Metal 4:
(3 px per micron)
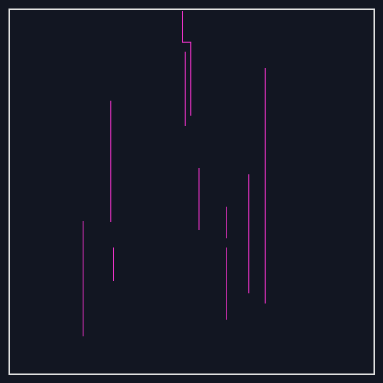
Cell area per tile:
(2 px per micron) The die is cut into 12 by 12 equal tiles; white is low, dark blue is high, 0 to 100% covered.
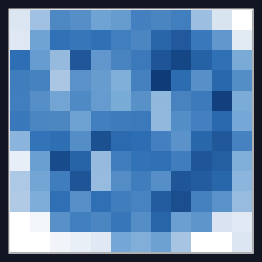
Routed clock nets over the placement:
(4 px per micron)
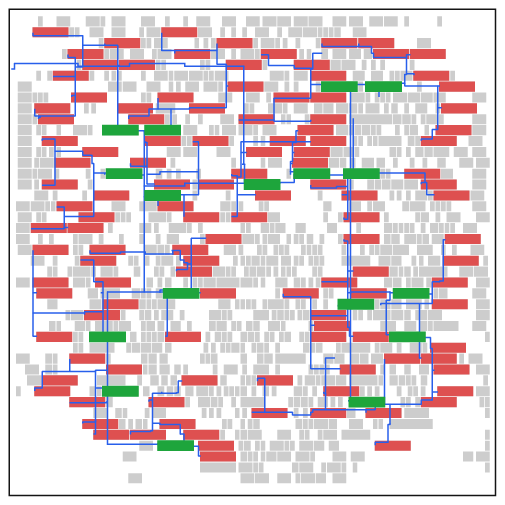
Power grid:
(4 px per micron) Pins as bars on the die edge.
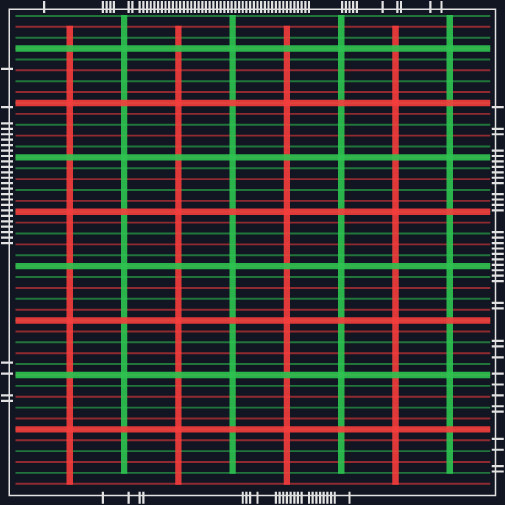
Routing congestion map:
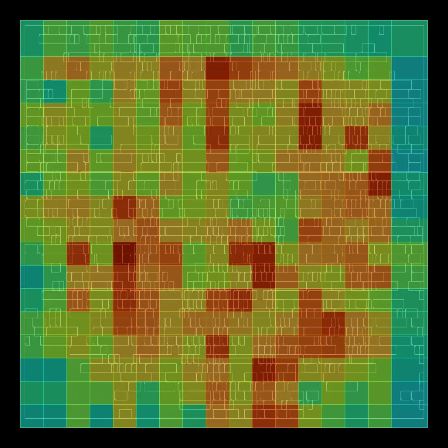
==> src/rtl/imem_boot_ctrl.sv <==
// Boot/run-control sequencer: streams a program into instruction memory, then
// releases the core from reset and gates its enable (pause, abort, cycle count).
module imem_boot_ctrl #(
    parameter int DATA_WIDTH = 32,
    parameter int MEM_WORDS  = 1024
) (
    input  logic                  clk,
    input  logic                  rstn,
    input  logic                  start,
    input  logic [15:0]           length,
    input  logic                  abort,
    input  logic                  halt,
    input  logic                  s_valid,
    input  logic [DATA_WIDTH-1:0] s_data,
    output logic                  s_ready,
    output logic [DATA_WIDTH-1:0] instr_mem_address,
    output logic [DATA_WIDTH-1:0] instr_mem_write_data,
    output logic                  instr_mem_we,
    output logic                  core_rstn,
    output logic                  core_en,
    output logic                  busy,
    output logic                  error,
    output logic [31:0]           cycle_count
);

    typedef enum logic [2:0] {
        S_IDLE,
        S_LOAD,
        S_RELEASE,
        S_RUN,
        S_PAUSE
    } state_t;

    state_t                  state_q, state_d;
    logic [15:0]             len_q, len_d;
    logic [15:0]             idx_q, idx_d;
    logic                    we_q, we_d;
    logic [DATA_WIDTH-1:0]   addr_q, addr_d;
    logic [DATA_WIDTH-1:0]   data_q, data_d;
    logic                    err_q, err_d;
    logic [31:0]             cnt_q, cnt_d;
    logic                    core_rstn_q, core_rstn_d;
    logic                    core_en_q, core_en_d;
    logic                    busy_q, busy_d;
    logic                    hs;

    always_comb begin
        state_d = state_q;
        len_d   = len_q;
        idx_d   = idx_q;
        we_d    = 1'b0;
        addr_d  = addr_q;
        data_d  = data_q;
        err_d   = err_q;
        cnt_d   = cnt_q;
        s_ready = (state_q == S_LOAD) && !abort;
        hs      = s_ready && s_valid;

        if (state_q == S_RUN) cnt_d = cnt_q + 32'd1;

        case (state_q)
            S_IDLE: begin
                if (start) begin
                    if (length != '0 && 32'(length) <= MEM_WORDS) begin
                        len_d   = length;
                        idx_d   = '0;
                        err_d   = 1'b0;
                        cnt_d   = '0;
                        state_d = S_LOAD;
                    end else begin
                        err_d = 1'b1;
                    end
                end
            end
            S_LOAD: begin
                if (hs) begin
                    we_d   = 1'b1;
                    addr_d = DATA_WIDTH'({idx_q, 2'b00});
                    data_d = s_data;
                    idx_d  = idx_q + 16'd1;
                    if (idx_q == len_q - 16'd1) state_d = S_RELEASE;
                end
            end
            S_RELEASE: state_d = S_RUN;
            S_RUN:     if (halt) state_d = S_PAUSE;
            S_PAUSE:   if (!halt) state_d = S_RUN;
            default:   state_d = S_IDLE;
        endcase

        // Abort wins over halt and over any handshake offered this cycle.
        if (abort && state_q != S_IDLE) begin
            state_d = S_IDLE;
            we_d    = 1'b0;
        end

        // Control outputs are registered copies of the next state's decode.
        core_rstn_d = (state_d == S_RELEASE) || (state_d == S_RUN) || (state_d == S_PAUSE);
        core_en_d   = (state_d == S_RUN);
        busy_d      = (state_d == S_LOAD) || (state_d == S_RELEASE);
    end

    always_ff @(posedge clk or negedge rstn) begin
        if (!rstn) begin
            state_q     <= S_IDLE;
            len_q       <= '0;
            idx_q       <= '0;
            we_q        <= 1'b0;
            addr_q      <= '0;
            data_q      <= '0;
            err_q       <= 1'b0;
            cnt_q       <= '0;
            core_rstn_q <= 1'b0;
            core_en_q   <= 1'b0;
            busy_q      <= 1'b0;
        end else begin
            state_q     <= state_d;
            len_q       <= len_d;
            idx_q       <= idx_d;
            we_q        <= we_d;
            addr_q      <= addr_d;
            data_q      <= data_d;
            err_q       <= err_d;
            cnt_q       <= cnt_d;
            core_rstn_q <= core_rstn_d;
            core_en_q   <= core_en_d;
            busy_q      <= busy_d;
        end
    end

    assign instr_mem_address    = addr_q;
    assign instr_mem_write_data = data_q;
    assign instr_mem_we         = we_q;
    assign core_rstn            = core_rstn_q;
    assign core_en              = core_en_q;
    assign busy                 = busy_q;
    assign error                = err_q;
    assign cycle_count          = cnt_q;

endmodule
==> config.mk <==
export PLATFORM = sky130hd
export DESIGN_NAME = imem_boot_ctrl
export DESIGN_NICKNAME = d
export VERILOG_FILES = /design/src/rtl/imem_boot_ctrl.sv
export SDC_FILE = /design/constraint.sdc
export NUM_CORES = 1
export LEC_CHECK = 0
export ABC_AREA = 1
export CAP_MARGIN = 10
export CORE_UTILIZATION = 45
export DETAILED_ROUTE_END_ITERATION = 8
export PLACE_DENSITY = 0.74
export SLEW_MARGIN = 20
export SYNTH_ARGS = -nofsm -noshare
export SYNTH_HDL_FRONTEND = slang
export SYNTH_SLANG_ARGS = --single-unit
==> constraint.sdc <==
create_clock -name clk -period 2.14 [get_ports clk]
set_input_delay 0.428 -clock clk [delete_from_list [all_inputs] [get_ports clk]]
set_output_delay 0.428 -clock clk [all_outputs]
set_load 0.03 [all_outputs]
==> run summary <==
Final wirelength: 15510 microns
Synth Register Bits: 120
Yosys simple share: 31.35%
Via density: 4.872
Synth Warn #: 0
Tap cells: 180
Layout non-clock buf frac: 18.46%
Ys cells: 809
Fp_density: 46.03%
Clock latency on the worst-skew pair: 410 ps
Met3 Usage GRT: 4.746%
Post-synth ARST share: 100.0%
Top cells excl fill/tap: nand2_1, clkdlybuf4s50_1, dfrtp_1
Largest logic family: simple AND/OR/NAND/NOR gates
Core ar.: 13880 sq um
Critical Path Sink: cycle_count[22]
CTS Buffer Depth: 2
Detailed Route Iter0 Violations: 329
GR peak layer: met2
ANT cells: 0
Yosys stat area: 6390 sq um
Synth Area in XOR/XNOR: 7.265%
Residual DRC count: 0
Worst slew pin tran: 580.9 ps
Syn Area/Cell: 7.898 sq um
Synth Cell Area: 6390 sq um
Unrepaired setup endpoints after global routing: no
H-tree depth: 4
RR Endpoint: core_en$_DFF_PN0_
Reg-to-reg startpoint: len_q[0]$_DFFE_PN0P_
Die Height: 121.2 microns
Worst hold path cell count: 2
Area of the multi-input gates: 2992 sq um
Delay-heaviest family, CP: buffers and inverters
# IOs: 156
Average wire per standard cell: 13.43 microns
Crit path launch type: flop
Setup Crit Path Kind: flop to output pin
R2r setup slk: 160 ps
CLK BUF: 22
Reg area: 3003 sq um
# clock sinks: 120
GRT overflow: 0
CTS clk-pin slew, worst paths: 50 ps
Worst IR Drop VDD: 0.8170 mV
Largest net degree at the start of global routing: 56
Leak Pwr: 4.182 nW
Vias in the first global route: 5532
Worst hold slack: 475.7 ps
Fin area: 8688 sq um
Routed wl met2: 7660 microns
Most frequent cell after synthesis: nand2_1
Sequential cell area share: 34.56%
Root buf cell: clkbuf_16
Synth cell types: 42
Worst setup slack after layout: 101.1 ps
Placed Instance Area: 8033 sq um
Fin. max-slew vios: 0
Met2 global-route usage: 38.89%
Flop Count: 120
Worst min path class: flop to flop
Worst stage delay on the critical path: 740 ps
Outcome: finished, final reports clean
CP bufs+invs: 1
Critical path cell sequence: clkdlybuf4s50_1
CTS tree: yes
Commonest Layout Cell: nand2_1
Count of final hold-check violations: 0
Fmax achieved: 0.4905 GHz
Setup_tns: 0 ps
DP Cell Count: 1122
Site row count: 43
Combinational share of cell area: 34.43%
Highest layer used for signal routing: met4
Gate Count Post-Synth: 809
Multiplexer share: 0.1762%
Reg2reg path depth: 13
Top FF cell, synth: dfrtp_1
## Picture notes: 'metal 4'
- share of all routed wire: 2.1%
- longest straight run: 78.2 microns
- nets with wire on the layer: 8

## Picture notes: 'cell area per tile'
- emptiest ninth of the die: lower left
- nearly empty tiles: 4.2%
- fullest tile: 95%

## Picture notes: 'routed clock nets over the placement'
- clock wires: blue (length 1470 microns)
- flip-flops: red (count 120)
- clock drivers: green (count 17)
- routed clock nets: 18

## Picture notes: 'power grid'
- VDD: green
- VSS: red
- signal pins: 156
- rows: 43
- met1 rails: 44
- met5 straps: 8
- met4 straps: 8

## Picture notes: 'routing congestion map'
met1 GRT Util: 27.74%
final core occ: 62.59%
Total GRT Usage: 22.58%

registers in the layout, indices dropped and copies added, names as in the netlist:
name and count:
instr_mem_write_data 32, core_en 1, idx_q 16, core_rstn 1, cycle_count 32, instr_mem_address 16, busy 1, state_q 3
len_q 16, instr_mem_we 1, error 1
timing repair:
action                     4_1_cts  5_1_grt
setup buffers                    0        1
resized                          3       13
pin swaps                        1        2
hold endpoints to repair        30        0
gates cloned                     0        0
setup endpoints to repair        3        6
hold buffers                     1        0
power breakdown:
| group | internal, mW | switching, mW | total [mW] |
|---|---|---|---|
| logic | 1.90 | 2.91 | 4.81 |
| clock network | 1.75 | 0.958 | 2.71 |
| registers | 3.02 | 0.655 | 3.67 |
| total | 6.67 | 4.52 | 11.2 |
Power figures rest on the tool's default switching activity, not on a simulated workload.
